**Metal 3**

Drawn at 3 px/µm.
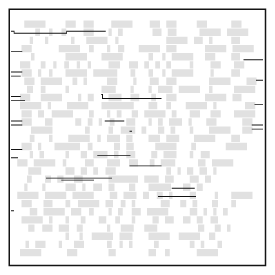
**Clock distribution**

Drawn at 4 px/µm.
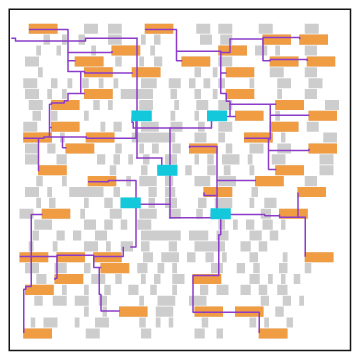
**Sequential cells grouped by signal name**

Drawn at 3 px/µm. Other sequential cells in the stronger gray, the rest of the logic in the fainter gray.
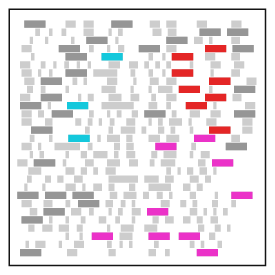
**Signal wires by layer**

Drawn at 3 px/µm.
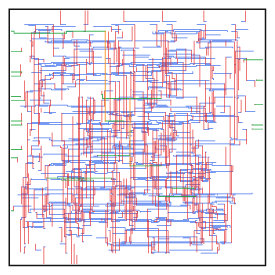
**Routing congestion map**

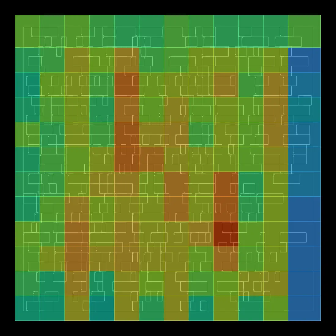
[config.mk]
export PLATFORM = sky130hd
export DESIGN_NAME = onewire_seq
export DESIGN_NICKNAME = d
export VERILOG_FILES = /design/src/rtl/onewire_pkg.sv /design/src/rtl/onewire_sync.sv /design/src/rtl/onewire_seq.sv
export SDC_FILE = /design/constraint.sdc
export NUM_CORES = 1
export LEC_CHECK = 0
export ABC_CLOCK_PERIOD_IN_PS = 4000
export CELL_PAD_IN_SITES_DETAIL_PLACEMENT = 2
export CELL_PAD_IN_SITES_GLOBAL_PLACEMENT = 2
export CORE_MARGIN = 2
export CORE_UTILIZATION = 37
export DETAILED_ROUTE_END_ITERATION = 10
export HOLD_SLACK_MARGIN = 0.06
export PLACE_DENSITY_LB_ADDON = 0.1
export SYNTH_ARGS = -nofsm -noshare
export SYNTH_HDL_FRONTEND = slang
export SYNTH_HIERARCHICAL = 1
export SYNTH_SLANG_ARGS = --single-unit
[constraint.sdc]
create_clock -name clk -period 4 [get_ports clk]
set_input_delay 0.4 -clock clk [delete_from_list [all_inputs] [get_ports clk]]
set_output_delay 0.4 -clock clk [all_outputs]
set_load 0.01 [all_outputs]
[src/rtl/onewire_pkg.sv]
// Shared definitions for the 1-wire command sequencer.
// Holds op codes, FSM state codes and the default slot timing (clk cycles).
package onewire_pkg;

   localparam logic [1:0] OP_RESET = 2'b00;
   localparam logic [1:0] OP_WRITE = 2'b01;
   localparam logic [1:0] OP_READ  = 2'b10;
   localparam logic [1:0] OP_RSVD  = 2'b11;

   localparam logic [2:0] ST_IDLE     = 3'd0;
   localparam logic [2:0] ST_RST_LOW  = 3'd1;
   localparam logic [2:0] ST_RST_WAIT = 3'd2;
   localparam logic [2:0] ST_SLOT     = 3'd3;
   localparam logic [2:0] ST_DONE     = 3'd4;

   localparam int DEF_T_RSTL = 480;
   localparam int DEF_T_RSTH = 480;
   localparam int DEF_T_MSP  = 70;
   localparam int DEF_T_SLOT = 70;
   localparam int DEF_T_LOW0 = 60;
   localparam int DEF_T_LOW1 = 6;
   localparam int DEF_T_RDS  = 15;

   function automatic int max3(input int a, input int b, input int c);
      int m;
      m = (a > b) ? a : b;
      return (m > c) ? m : c;
   endfunction

endpackage

[src/rtl/onewire_sync.sv]
// Two-flop synchronizer for the raw 1-wire line level.
// Resets to 1 so the idle (pulled-up) bus never looks like a slave pulling low.
module onewire_sync (
   input  logic clk,
   input  logic reset,
   input  logic d,
   output logic q
);

   logic meta;

   always_ff @(posedge clk) begin
      if (reset) begin
         meta <= 1'b1;
         q    <= 1'b1;
      end else begin
         meta <= d;
         q    <= meta;
      end
   end

endmodule

[src/rtl/onewire_seq.sv]
// 1-wire command sequencer: RESET / WRITE_BYTE / READ_BYTE over valid/ready,
// generating open-drain slot timing and returning read data and presence.
module onewire_seq
   import onewire_pkg::*;
#(
   parameter int T_RSTL = DEF_T_RSTL,
   parameter int T_RSTH = DEF_T_RSTH,
   parameter int T_MSP  = DEF_T_MSP,
   parameter int T_SLOT = DEF_T_SLOT,
   parameter int T_LOW0 = DEF_T_LOW0,
   parameter int T_LOW1 = DEF_T_LOW1,
   parameter int T_RDS  = DEF_T_RDS
) (
   input  logic       clk,
   input  logic       reset,
   input  logic       cmd_valid,
   output logic       cmd_ready,
   input  logic [1:0] cmd_op,
   input  logic [7:0] cmd_data,
   output logic       rsp_valid,
   output logic [7:0] rsp_data,
   output logic       rsp_presence,
   output logic       busy,
   output logic       bus_oe,
   input  logic       bus_in
);

   localparam int CW = $clog2(max3(T_RSTL, T_RSTH, T_SLOT) + 1);

   localparam logic [CW-1:0] RSTL_END = CW'(T_RSTL - 1);
   localparam logic [CW-1:0] RSTH_END = CW'(T_RSTH - 1);
   localparam logic [CW-1:0] SLOT_END = CW'(T_SLOT - 1);
   localparam logic [CW-1:0] MSP_AT   = CW'(T_MSP);
   localparam logic [CW-1:0] RDS_AT   = CW'(T_RDS);
   localparam logic [CW-1:0] LOW0_LEN = CW'(T_LOW0);
   localparam logic [CW-1:0] LOW1_LEN = CW'(T_LOW1);

   if (!(T_LOW1 < T_RDS && T_RDS < T_LOW0 && T_LOW0 < T_SLOT && T_MSP < T_RSTH))
   begin : g_bad_timing
      $error("onewire_seq: illegal timing parameters");
   end

   logic [2:0]    state;
   logic [1:0]    op_q;
   logic [7:0]    data_q;
   logic [CW-1:0] cnt;
   logic [2:0]    idx;
   logic [7:0]    shreg;
   logic          presence;
   logic          line;
   logic [CW-1:0] low_time;
   logic          accept;

   onewire_sync u_sync (
      .clk   (clk),
      .reset (reset),
      .d     (bus_in),
      .q     (line)
   );

   assign busy   = ~cmd_ready;
   assign accept = (state == ST_IDLE) && cmd_valid && cmd_ready;

   always_comb begin
      // NOTE: assign a default before any condition so no latch is inferred.
      low_time = LOW1_LEN;
      if (op_q == OP_WRITE && !data_q[idx]) low_time = LOW0_LEN;
   end

   // Outputs are registered from the current state, so they lag the state by one edge.
   always_ff @(posedge clk) begin
      if (reset) begin
         state        <= ST_IDLE;
         op_q         <= OP_RESET;
         data_q       <= '0;
         cnt          <= '0;
         idx          <= '0;
         shreg        <= '0;
         presence     <= 1'b0;
         cmd_ready    <= 1'b1;
         rsp_valid    <= 1'b0;
         rsp_data     <= '0;
         rsp_presence <= 1'b0;
         bus_oe       <= 1'b0;
      end else begin
         // NOTE: non-blocking assignments keep every register updating from pre-edge values.
         rsp_valid <= 1'b0;
         bus_oe    <= (state == ST_RST_LOW) || (state == ST_SLOT && cnt < low_time);
         cmd_ready <= (state == ST_IDLE) && !accept;

         case (state)
            ST_IDLE: begin
               if (accept) begin
                  op_q     <= cmd_op;
                  data_q   <= cmd_data;
                  idx      <= '0;
                  cnt      <= '0;
                  shreg    <= '0;
                  presence <= 1'b0;
                  case (cmd_op)
                     OP_RESET:          state <= ST_RST_LOW;
                     OP_WRITE, OP_READ: state <= ST_SLOT;
                     default:           state <= ST_DONE;
                  endcase
               end
            end

            ST_RST_LOW: begin
               if (cnt == RSTL_END) begin
                  cnt   <= '0;
                  state <= ST_RST_WAIT;
               end else begin
                  cnt <= cnt + 1'b1;
               end
            end

            ST_RST_WAIT: begin
               if (cnt == MSP_AT) presence <= ~line;
               if (cnt == RSTH_END) begin
                  cnt   <= '0;
                  state <= ST_DONE;
               end else begin
                  cnt <= cnt + 1'b1;
               end
            end

            ST_SLOT: begin
               if (op_q == OP_READ && cnt == RDS_AT) shreg[idx] <= line;
               if (cnt == SLOT_END) begin
                  cnt <= '0;
                  if (idx == 3'd7) state <= ST_DONE;
                  else             idx   <= idx + 1'b1;
               end else begin
                  cnt <= cnt + 1'b1;
               end
            end

            ST_DONE: begin
               rsp_valid    <= 1'b1;
               rsp_data     <= (op_q == OP_READ) ? shreg : 8'h00;
               rsp_presence <= (op_q == OP_RESET) && presence;
               state        <= ST_IDLE;
            end

            default: state <= ST_IDLE;
         endcase
      end
   end

endmodule

==> impl_metrics.env <==
# yosys + openroad results
export IMPL_synthToLayoutAreaGrowth_pct=16.4
export IMPL_ios=27
export IMPL_top_register="cnt"
export IMPL_flop_count=48
export IMPL_edf_count=0
export IMPL_min_path_type="register to register"
export IMPL_cts_resized=0
export IMPL_slew_violations=0
export IMPL_mostFrequentLayoutCell="dfxtp_1"
export IMPL_leakage_nw=1.03
export IMPL_path_cells="mux4_2 -> nor2b_1 -> or3_1 -> ha_1 -> nand3_1 -> or2_2 -> a21oi_1 -> nand2_1"
export IMPL_grt_max_degree=23
export IMPL_cpMaxStageDelayCell="dfxtp_1"
export IMPL_die_y_um=84.9
export IMPL_status="completed"
export IMPL_drv_cap=0
export IMPL_ant_nets=0
export IMPL_regToRegSetupSlack_ns=1.25
export IMPL_yosys_stat_area_um2=2420
export IMPL_cp_arrival_ns=2.95
export IMPL_seqCellArea_um2=961
export IMPL_clock_buffers=5
export IMPL_place_ws_ns=1.29
export IMPL_met2_usage_pct=30.8
export IMPL_fin_hold_ws_ns=0.414
export IMPL_switching_share_pct=32.8
export IMPL_seq_cell_share_pct=34.1
export IMPL_numCtsBuffers=5
export IMPL_logic_area_um2=1350
export IMPL_powerClk_mw=0.368
export IMPL_ys_flop_type="dfxtp_1"
export IMPL_p_sw_mw=0.390
export IMPL_synthTopCellsByCount="dfxtp_1, nand2_1, a21oi_1"
export IMPL_rsz0062_at_grt="false"
export IMPL_finalCriticalPeriod_ns=2.75
export IMPL_taps=77
export IMPL_synth_async_reset_ratio_pct=0
export IMPL_final_cell_mix="dfxtp_1, nand2_1, a21oi_1"
export IMPL_portBuffers=26
export IMPL_htree_levels=2
export IMPL_clkLatencyLatePin_ns=0.31
export IMPL_die_x_um=84.9
export IMPL_powerSeq_mw=0.557
export IMPL_finalCritPeriodShare_pct=68.8
export IMPL_crit_fanout=10
export IMPL_p_comb_share_pct=22.2
export IMPL_path_buffers=0
export IMPL_n_antenna_cell=0
export IMPL_vias=2101
export IMPL_fin_skew_ns=0.00589
export IMPL_synth_top_cell_area_share_pct=39.6
export IMPL_critPathTopFamily="simple AND/OR/NAND/NOR gates"
export IMPL_cts_tree="yes"
export IMPL_grt_busiest_layer="met2"
export IMPL_grt_pass1_vias=2153
export IMPL_warnings=28
export IMPL_ys_warnings_count=6
export IMPL_cts_setup_buffers=0
export IMPL_dp_hpwl_mm=4.73
export IMPL_peakVddDrop_uv=240
export IMPL_cts_buffer_depth=2
export IMPL_p_per_area_nw_per_um2=422
export IMPL_final_hold_viol_count=0
export IMPL_power_top_group="registers"
export IMPL_worstMarginPinSlew_ns=0.834
export IMPL_synth_area_um2=2420
export IMPL_synth_top_cell_by_area="dfxtp_1"
export IMPL_setup_ws_ns=1.25
export IMPL_nNonClkInverters=9
export IMPL_comb_area_share_pct=47.7
export IMPL_num_rows=29
export IMPL_ys_sh_mux_pct=5.94
export IMPL_dieArea_um2=7210
export IMPL_hold_buffers=0
export IMPL_ys_seq_share_pct=39.6
export IMPL_fin_nets=315
export IMPL_clk_share_pct=4.13
export IMPL_dr_wl_met3_um=181
export IMPL_largest_reg_flops=9
export IMPL_yosys_stat_cells=276
export IMPL_slowest_delay_ns=0.56
export IMPL_clk_pin_slew_ns=0.10
export IMPL_area_dominant_class="combinational gates"
export IMPL_nFillCells=699
export IMPL_core_um2=6350
export IMPL_synthCells=276
export IMPL_clkSinkCount=48
export IMPL_ys_types=50
export IMPL_setup_viol=0
export IMPL_yosys_area_share_adder_pct=4.65
export IMPL_end_kind="register"
Notes on 'metal 3' above:
The layer holds 2.8% of the routed length. 21 nets have wire on it. The layer carries 181 µm of wire. The longest straight run is 21.6 µm.

Notes on 'clock distribution' above:
Key: clock wires = purple [length 669 µm]; flip-flops = orange [count 48]; clock drivers = cyan [count 5]
There are 6 routed clock nets. Position of the flops: spread over the die.

Notes on 'sequential cells grouped by signal name' above:
Key: shreg = red [sequential cells 8]; idx = cyan [sequential cells 3]; cnt = magenta [sequential cells 9]
Another 28 sequential cells are not colored.

Notes on 'signal wires by layer' above:
Key: metal 4 = orange [wire length 52.4 µm]; metal 2 = red [wire length 2990 µm]; metal 1 = blue [wire length 3320 µm]; metal 3 = green [wire length 181 µm]

Notes on 'routing congestion map' above:
GR Util met3: 3.21%
met1 usage: 27.5%
Avg WL per Cell: 17.7 µm
total track usage: 19.2%
Final Util: 44.4%

-- worst paths after layout --
kind | cells after the start | from | to
worst min-delay path | 1 | u_sync/meta$_SDFF_PP1_ | u_sync/q$_SDFF_PP1_
worst min register to register | 1 | u_sync/meta$_SDFF_PP1_ | u_sync/q$_SDFF_PP1_
worst max register to register | 8 | idx[0]$_SDFFE_PP0P_ | bus_oe$_SDFF_PP0_
worst max-delay path | 8 | idx[0]$_SDFFE_PP0P_ | bus_oe$_SDFF_PP0_
-- stage by stage --
stage	instances	instance area [µm²]	util, %
2_1_floorplan	276	2420	-
3_3_place_gp	362	2700	42.6
3_5_place_dp	362	2700	42.6
6_report	370	2820	44.4
4_1_cts	370	2820	44.4
5_1_grt	370	2820	44.4
